## src/rtl/ahb_lite_master.sv

```systemverilog
// Single-outstanding AHB-Lite initiator: command port in, one AHB transfer out, response strobe back.
// Latency accept->rsp_valid is 3 cycles at zero wait; cmd_ready is low from accept until the FSM is back in IDLE.
module ahb_lite_master #(
    parameter logic [31:0] APB_BASE  = 32'h0000_0000,
    parameter logic [31:0] APB_MASK  = 32'hFFFF_F000,
    parameter int unsigned MAX_RETRY = 4,
    parameter int unsigned TIMEOUT   = 256
) (
    input  logic        HCLK,
    input  logic        HRESETn,
    input  logic        cmd_valid,
    output logic        cmd_ready,
    input  logic        cmd_write,
    input  logic [31:0] cmd_addr,
    input  logic [31:0] cmd_wdata,
    output logic        rsp_valid,
    output logic [31:0] rsp_rdata,
    output logic        rsp_err,
    output logic        rsp_timeout,
    output logic [1:0]  HTRANS,
    output logic        HWRITE,
    output logic [2:0]  HSIZES,
    output logic [2:0]  HBURST,
    output logic [31:0] HADDR,
    output logic [31:0] HWDATA,
    output logic        HSELABPif,
    output logic        HREADYin,
    input  logic        HREADY,
    input  logic [1:0]  HRESP,
    input  logic [31:0] HRDATA
);
    localparam int unsigned TW = $clog2(TIMEOUT + 1);
    localparam int unsigned RW = $clog2(MAX_RETRY + 1);
    localparam logic [1:0] TR_IDLE   = 2'b00;
    localparam logic [1:0] TR_NONSEQ = 2'b10;
    localparam logic [1:0] RSP_OKAY  = 2'b00;
    localparam logic [1:0] RSP_ERROR = 2'b01;

    typedef enum logic [1:0] {S_IDLE, S_ADDR, S_DATA, S_DRAIN} state_t;

    state_t        r_state, w_next;
    logic [31:0]   r_wdata, w_wdata;
    logic [RW-1:0] r_retry, w_retry;
    logic [TW-1:0] r_to_cnt, w_to_cnt;
    logic [1:0]    w_htrans;
    logic          w_hsel, w_hwrite;
    logic [31:0]   w_haddr, w_hwdata;
    logic          w_rsp_valid, w_rsp_err, w_rsp_to;
    logic [31:0]   w_rsp_rdata;
    logic          w_hit, w_to_hit, w_can_retry;

    assign HSIZES   = 3'b010;
    assign HBURST   = 3'b000;
    assign HREADYin = HREADY;

    assign w_hit       = (cmd_addr & APB_MASK) == APB_BASE;
    assign w_to_hit    = (r_to_cnt + TW'(1)) == TW'(TIMEOUT);
    assign w_can_retry = r_retry < RW'(MAX_RETRY);

    always_ff @(posedge HCLK or negedge HRESETn) begin
        if (!HRESETn) r_state <= S_IDLE;
        else          r_state <= w_next;
    end

    always_comb begin
        w_next = r_state;
        case (r_state)
            S_IDLE:  if (cmd_valid && w_hit) w_next = S_ADDR;
            S_ADDR:  if (HREADY) w_next = S_DATA;
            S_DATA: begin
                if (!HREADY) begin
                    if (w_to_hit) w_next = S_DRAIN;
                end else if (HRESP == RSP_OKAY || HRESP == RSP_ERROR || !w_can_retry) begin
                    w_next = S_IDLE;
                end else begin
                    w_next = S_ADDR;
                end
            end
            S_DRAIN: if (HREADY) w_next = S_IDLE;
            default: w_next = S_IDLE;
        endcase
    end

    // Computes next values of every registered output; the register bank below just captures them.
    always_comb begin
        cmd_ready   = 1'b0;
        w_htrans    = HTRANS;
        w_hsel      = HSELABPif;
        w_haddr     = HADDR;
        w_hwrite    = HWRITE;
        w_hwdata    = HWDATA;
        w_wdata     = r_wdata;
        w_retry     = r_retry;
        w_to_cnt    = r_to_cnt;
        w_rsp_valid = 1'b0;
        w_rsp_err   = 1'b0;
        w_rsp_to    = 1'b0;
        w_rsp_rdata = 32'd0;
        case (r_state)
            S_IDLE: begin
                cmd_ready = 1'b1;
                if (cmd_valid) begin
                    if (w_hit) begin
                        w_htrans = TR_NONSEQ;
                        w_hsel   = 1'b1;
                        w_haddr  = cmd_addr;
                        w_hwrite = cmd_write;
                        w_wdata  = cmd_wdata;
                        w_retry  = '0;
                    end else begin
                        w_rsp_valid = 1'b1;
                        w_rsp_err   = 1'b1;
                    end
                end
            end
            S_ADDR: begin
                if (HREADY) begin
                    w_htrans = TR_IDLE;
                    w_hsel   = 1'b0;
                    w_to_cnt = '0;
                    if (HWRITE) w_hwdata = r_wdata;
                end
            end
            S_DATA: begin
                if (!HREADY) begin
                    w_to_cnt = r_to_cnt + TW'(1);
                    if (w_to_hit) begin
                        w_rsp_valid = 1'b1;
                        w_rsp_err   = 1'b1;
                        w_rsp_to    = 1'b1;
                    end
                end else if (HRESP == RSP_OKAY) begin
                    w_rsp_valid = 1'b1;
                    w_rsp_rdata = HWRITE ? 32'd0 : HRDATA;
                end else if (HRESP == RSP_ERROR || !w_can_retry) begin
                    w_rsp_valid = 1'b1;
                    w_rsp_err   = 1'b1;
                end else begin
                    w_retry  = r_retry + RW'(1);
                    w_htrans = TR_NONSEQ;
                    w_hsel   = 1'b1;
                end
            end
            default: ;
        endcase
    end

    always_ff @(posedge HCLK or negedge HRESETn) begin
        if (!HRESETn) begin
            HTRANS      <= TR_IDLE;
            HSELABPif   <= 1'b0;
            HADDR       <= 32'd0;
            HWRITE      <= 1'b0;
            HWDATA      <= 32'd0;
            r_wdata     <= 32'd0;
            r_retry     <= '0;
            r_to_cnt    <= '0;
            rsp_valid   <= 1'b0;
            rsp_err     <= 1'b0;
            rsp_timeout <= 1'b0;
            rsp_rdata   <= 32'd0;
        end else begin
            HTRANS      <= w_htrans;
            HSELABPif   <= w_hsel;
            HADDR       <= w_haddr;
            HWRITE      <= w_hwrite;
            HWDATA      <= w_hwdata;
            r_wdata     <= w_wdata;
            r_retry     <= w_retry;
            r_to_cnt    <= w_to_cnt;
            rsp_valid   <= w_rsp_valid;
            rsp_err     <= w_rsp_err;
            rsp_timeout <= w_rsp_to;
            rsp_rdata   <= w_rsp_rdata;
        end
    end
endmodule

```

## config.mk

```make
export PLATFORM = sky130hd
export DESIGN_NAME = ahb_lite_master
export DESIGN_NICKNAME = d
export VERILOG_FILES = /design/src/rtl/ahb_lite_master.sv
export SDC_FILE = /design/constraint.sdc
export NUM_CORES = 1
export LEC_CHECK = 0
export CORE_MARGIN = 8
export CORE_UTILIZATION = 39
export CTS_CLUSTER_SIZE = 24
export DETAILED_ROUTE_END_ITERATION = 10
export GPL_TIMING_DRIVEN = 0
export PLACE_DENSITY = 0.8
export RECOVER_POWER = 25
export SLEW_MARGIN = 30
export SYNTH_ARGS = -nofsm -noshare
export SYNTH_HDL_FRONTEND = slang
export SYNTH_SLANG_ARGS = --single-unit
```

## constraint.sdc

```tcl
create_clock -name HCLK -period 4.3 [get_ports HCLK]
set_input_delay 0.43 -clock HCLK [delete_from_list [all_inputs] [get_ports HCLK]]
set_output_delay 0.43 -clock HCLK [all_outputs]
set_load 0.02 [all_outputs]
```

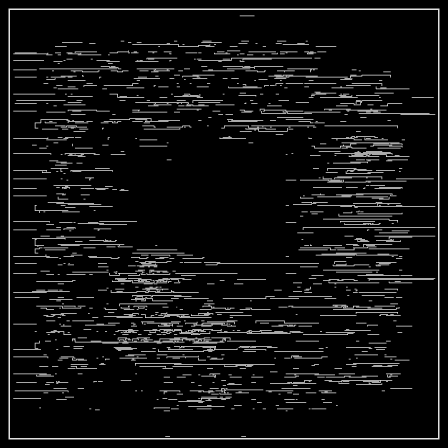
(run_1/layer_met1.png)
longest straight run: 42.3 um
wire length on this layer: 5460 um
main direction: horizontal
GRT met1 Usage: 16.9%
drt total wl: 14600 um
routed vias: 3887

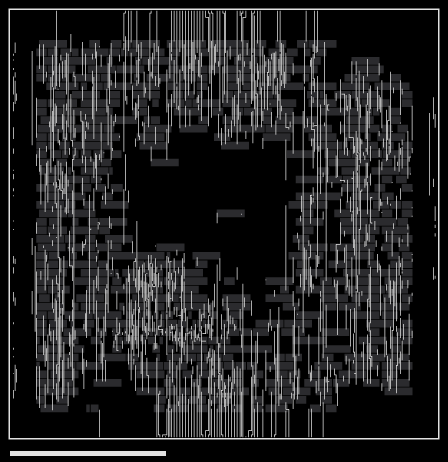
(run_1/layer_met2.png)
Scale bar: 50 um. Cells faint in the background.
nets with wire on the layer: 665
share of all routed wire: 49%
main direction: vertical
wire length on this layer: 7130 um
longest straight run: 71.1 um
GR Util met2: 27.0%

==> impl_metrics.csv, run 1 <==
group,metric,value,unit
run_status,status,"completed",
detailed_routing,top_layer,"met4",
hold_path,hold_path_class,"in -> reg",
placed_design,hpwl,11000,um
finish,comb_share,22.1,%
finish,design_area,8690,um2
logic_synthesis,ys_top_cells_by_count,"dfrtp_1 (147), and2_1 (54), mux2_2 (49)",
clock_tree,cts.htree.levels,4,
worst_setup_path,crit_chain,"nor2_1 -> clkdlybuf4s50_1",
logic_synthesis,synth-edff-count,0,
hold_path,hold_depth,3,
finish,nonClkBufAreaFrac,25.9,%
die,fp.dieW,137,um
final_timing,finalHoldViolations,0,
logic_synthesis,ys_cells,400,
worst_setup_path,crit_end,"cmd_ready",
worst_setup_path,max_stage_delay,0.69,ns
power_and_ir_drop,power_density,394,nW/um2
die,taps,184,
finish,syn_to_final_growth,51.2,%
finish,final_util,60.0,%
power_and_ir_drop,power.share.sequential,43.9,%
finish,largest_class,"registers",
power_and_ir_drop,comb_power_share,13.0,%
final_timing,rsz0062_at_grt,"false",
finish,final-seq-area,3680,um2
final_timing,setup_viol,0,
power_and_ir_drop,pg_clk,1470,uW
logic_synthesis,top_area_cell,"dfrtp_1",
worst_setup_path,r2r_cells,4,
power_and_ir_drop,pg_seq,1500,uW
detailed_routing,route.detailed.wl_per_inst,17.6,um
placed_design,post-place-ws,1.86,ns
die,die_height,137,um
detailed_routing,viasPerCell,4.69,
finish,final_common_cell,"clkdlybuf4s50_1",
global_route,grt_max_degree,89,
finish,flops,147,
logic_synthesis,synthAdderAreaFrac,0.654,%
placed_design,place_congestion,0.804,
finish,comb_cells,231,
logic_synthesis,top_cell,"dfrtp_1",
clock_tree,clockBufferDepth,2,
worst_setup_path,rrSetupSlack,2.43,ns
logic_synthesis,top_logic_kind,"multiplexers",
hold_path,worstHoldStart,"HREADY",
power_and_ir_drop,power.switching,839,uW
logic_synthesis,synth.cellmix.xorXnorShare,0.610,%
logic_synthesis,muxShareOfSynthArea,17.5,%
worst_setup_path,worstSetupPathType,"reg -> out",
worst_setup_path,crit_cells,2,
final_timing,worst_pin_slew,0.627,ns
die,die_area,18900,um2
global_route,gr-max-usage-layer,"met2",
die,floorplan.core_util,39.7,%
clock_tree,clk_pin_slew,0.06,ns
worst_setup_path,cp_top_family,"buffers and inverters",
finish,clockNetworkAreaShare,6.83,%
global_route,grt.total_usage,16.2,%
logic_synthesis,synth_flops,147,
finish,drive_above_1_share,20.7,%
logic_synthesis,ys.flop_type,"dfrtp_1",
logic_synthesis,syn_inst,400,
finish,n_antenna_cell,0,
global_route,grt_pass1_vias,4512,
worst_setup_path,cp.buffers_inverters,1,
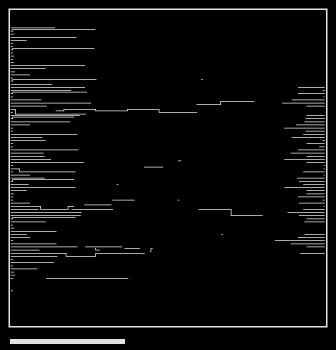
(run_1/layer_met3.png)
Scale bar: 50 um.
longest straight run: 36.3 um
main direction: horizontal
wire length on this layer: 1860 um
nets with wire on the layer: 137
met3 Resource Use GR: 9.45%

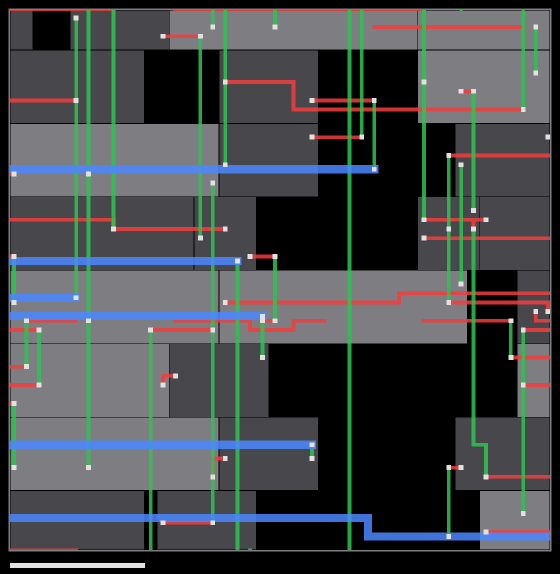
(run_1/detail.png)
Scale bar: 5 um. Region (24, 93) to (44, 113) um. Cells in grey, sequential cells in the stronger grey; small squares are vias.
legend:
  blue:
    layer: metal 3
  green:
    layer: metal 2
  red:
    layer: metal 1
sequential cells in the window: 8
netlist names of flops here include: rsp_rdata (6), HADDR (2)
most frequent: dfrtp_1 (8), clkdlybuf4s50_1 (7), and2_1 (3)
cells with their middle in the window: 22

==> run_1/congestion.png <==
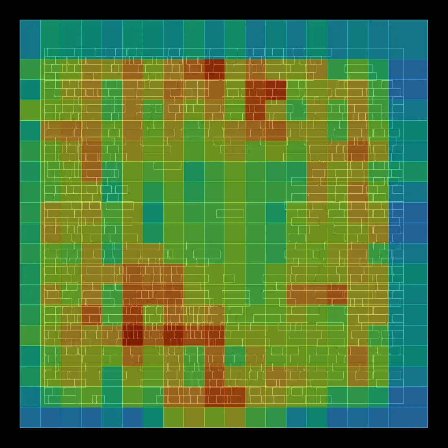

==> run 2: changes to the inputs <==
==> constraint.sdc (replaced) <==
create_clock -name HCLK -period 2.35 [get_ports HCLK]
set_input_delay 0.235 -clock HCLK [delete_from_list [all_inputs] [get_ports HCLK]]
set_output_delay 0.235 -clock HCLK [all_outputs]
set_load 0.02 [all_outputs]
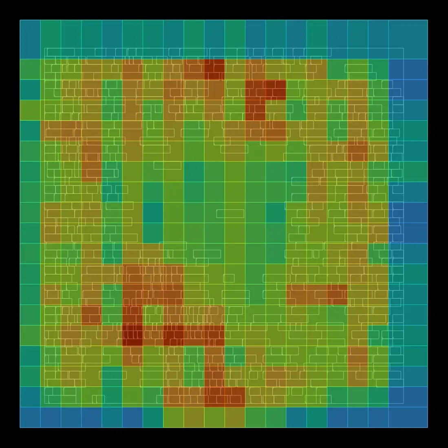
(run_2/congestion.png)
grt peak-use layer: met2
DR WL/cell: 17.6 um
utilization after layout: 59.9%
Global Route Usage Sum: 16.2%

==> run 2 against run 1 <==
The run now ends with capacitance limit, slew limit left; total power increased by 83%; synthesized cell count stayed put; first-iteration DRC count is 23% higher; register-to-register slack got worse by 1.9 ns; utilization is 0.069 points lower; count of clock-buffer cells in the layout stayed put; cell count did not move; sequential power grew 83%; clock skew shrank 0.00060 ns; global-route usage stayed put.
==> impl_metrics.csv, run 2 <==
group,metric,value,unit
final_timing,fin_crit_sh,89.2,%
worst_setup_path,cp.buffers_inverters,1,
finish,flops,147,
hold_path,worstHoldStart,"HREADY",
final_timing,fin_crit,2.10,ns
logic_synthesis,ys_cells,400,
worst_setup_path,critPathMaxFanout,8,
power_and_ir_drop,power_switching_share,24.5,%
detailed_routing,top_layer,"met4",
finish,largest_class,"registers",
detailed_routing,viasPerCell,4.69,
finish,layoutNonFillerInstCount,828,
hold_path,hold_path_class,"in -> reg",
logic_synthesis,syn_area_per_cell,14.4,um2
finish,n_antenna_cell,0,
power_and_ir_drop,comb_power,815,uW
detailed_routing,ant_nets,0,
global_route,grt_pass1_wl,23400,um
logic_synthesis,top_area_cell,"dfrtp_1",
clock_tree,cts.htree.levels,4,
clock_tree,cts_root_buffer,"clkbuf_16",
placed_design,dp_cells,795,
power_and_ir_drop,power,6260,uW
global_route,grt_max_degree,89,
logic_synthesis,syn_inst,400,
power_and_ir_drop,ir_drop,0.469,mV
finish,inverters,3,
finish,clockNetworkAreaShare,6.84,%
finish,layout_top_cells,"clkdlybuf4s50_1 (203), dfrtp_1 (147), and2_1 (54)",
logic_synthesis,yosysUniqueCellTypes,39,
clock_tree,clk_pin_slew,0.06,ns
run,tool_warnings,27,
die,rows,44,
logic_synthesis,synthAdderAreaFrac,0.654,%
logic_synthesis,ys.flop_type,"dfrtp_1",
detailed_routing,dr_wl_met2,7180,um
finish,final_common_cell,"clkdlybuf4s50_1",
detailed_routing,drt_iter0_markers,196,
run_status,failed_checks,"capacitance limit, slew limit",
logic_synthesis,top_logic_kind,"multiplexers",
worst_setup_path,cp_slowest_cell,"clkdlybuf4s50_1",
placed_design,portBuffers,205,
global_route,grt.met1_usage,16.9,%
finish,fill_cells,1104,
placed_design,place_congestion,0.804,
logic_synthesis,synth.cellmix.xorXnorShare,0.610,%
detailed_routing,vias,3883,
logic_synthesis,ys_sh_aoi,3.59,%
finish,drive_above_1_share,20.7,%
logic_synthesis,synth-edff-count,0,
detailed_routing,drt_wl_total,14600,um
clock_tree,post_cts_resized,0,
die,die_area,18900,um2
worst_setup_path,endpoint_kind,"output pin",
die,floorplan.core_util,39.7,%
worst_setup_path,worstSetupPathType,"reg -> out",
global_route,grt_antenna_before_repair,0,
finish,clockBufferCount,19,
final_timing,setup_viol,0,
final_timing,fin_skew,0.00736,ns
worst_setup_path,max_stage_delay,0.69,ns
power_and_ir_drop,power_density,722,nW/um2
hold_path,hold_depth,3,
finish,num-nets-final,737,
worst_setup_path,r2r_end,"rsp_err",
finish,design_area,8680,um2
power_and_ir_drop,p_leak,0.00414,uW
worst_setup_path,crit_end,"cmd_ready",
global_route,grt_util_met3,9.45,%
finish,final-seq-area,3680,um2
placed_design,post-place-ws,0.108,ns
power_and_ir_drop,power_leader,"registers",
worst_setup_path,rrSetupSlack,0.49,ns
clock_tree,clk_latency,0.41,ns
worst_setup_path,cp_data_required_time,2.12,ns
worst_setup_path,startpoint,"r_state[1]",
power_and_ir_drop,comb_power_share,13.0,%
final_timing,slew_headroom,-0.648,%
logic_synthesis,simple_gate_share,10.5,%
placed_design,dpl_cell_area,8080,um2
clock_tree,clockBufferDepth,2,
run_status,status,"complete, but fails checks",
worst_setup_path,crit_cells,2,
power_and_ir_drop,pg_seq,2750,uW
worst_setup_path,start_kind,"flip-flop",
hold_path,min_to,"rsp_valid",
finish,nonClkBufAreaFrac,25.9,%
final_timing,finalHoldViolations,0,
logic_synthesis,top_area_share,64.1,%
power_and_ir_drop,power.switching,1540,uW
logic_synthesis,top_cell,"dfrtp_1",
die,taps,184,
clock_tree,cts_made_buffers,17,
finish,combGateArea,1920,um2
final_timing,rsz0062_at_grt,"false",
logic_synthesis,muxShareOfSynthArea,17.5,%
finish,comb_share,22.1,%
clock_tree,postCtsHoldBufs,1,
global_route,grt_pass1_vias,4512,
power_and_ir_drop,power.internal,4730,uW
global_route,grt_overflow,0,
detailed_routing,drc,0,
clock_tree,cts_tree,"yes",
final_timing,finalMaxSlewViolations,59,
power_and_ir_drop,power.share.clock,43.1,%
logic_synthesis,ys_warn_count,0,
power_and_ir_drop,pg_clk,2700,uW
logic_synthesis,ys_chip_area,5740,um2
logic_synthesis,ys_async_sr_fraction,100,%
die,fp.dieW,137,um
final_timing,timing.hold.ws,0.233,ns
final_timing,setup-tns-final,0,ns
logic_synthesis,area_leaders,"dfrtp_1 (64%), mux2_2 (9.6%), mux2_4 (7.8%)",
finish,comb_cells,231,
logic_synthesis,synth_area,5740,um2
logic_synthesis,synth_seq_share,64.1,%
detailed_routing,wl_met3,1910,um
power_and_ir_drop,power.share.sequential,43.9,%
final_timing,worst_pin_slew,1.51,ns
final_timing,timing.fmax,0.477,GHz
global_route,gr-usage-met2,27.0,%
run,cap_violations,1,
detailed_routing,drtPass1Iterations,4,
logic_synthesis,synth_flops,147,
die,die_height,137,um
worst_setup_path,cp_top_family,"buffers and inverters",
worst_setup_path,reg2reg_from,"r_to_cnt[0]",
worst_setup_path,crit_chain,"nor2_1 -> clkdlybuf4s50_1",
placed_design,hpwl,11000,um
finish,syn_to_final_growth,51.1,%
logic_synthesis,ys_top_cells_by_count,"dfrtp_1 (147), and2_1 (54), mux2_2 (49)",
worst_setup_path,arrival,1.86,ns
worst_setup_path,r2r_cells,4,
clock_tree,clkSinkCount,147,
clock_tree,cts_setup_buffers,0,
No activity file was given, so power comes from the tool's default toggle rates.
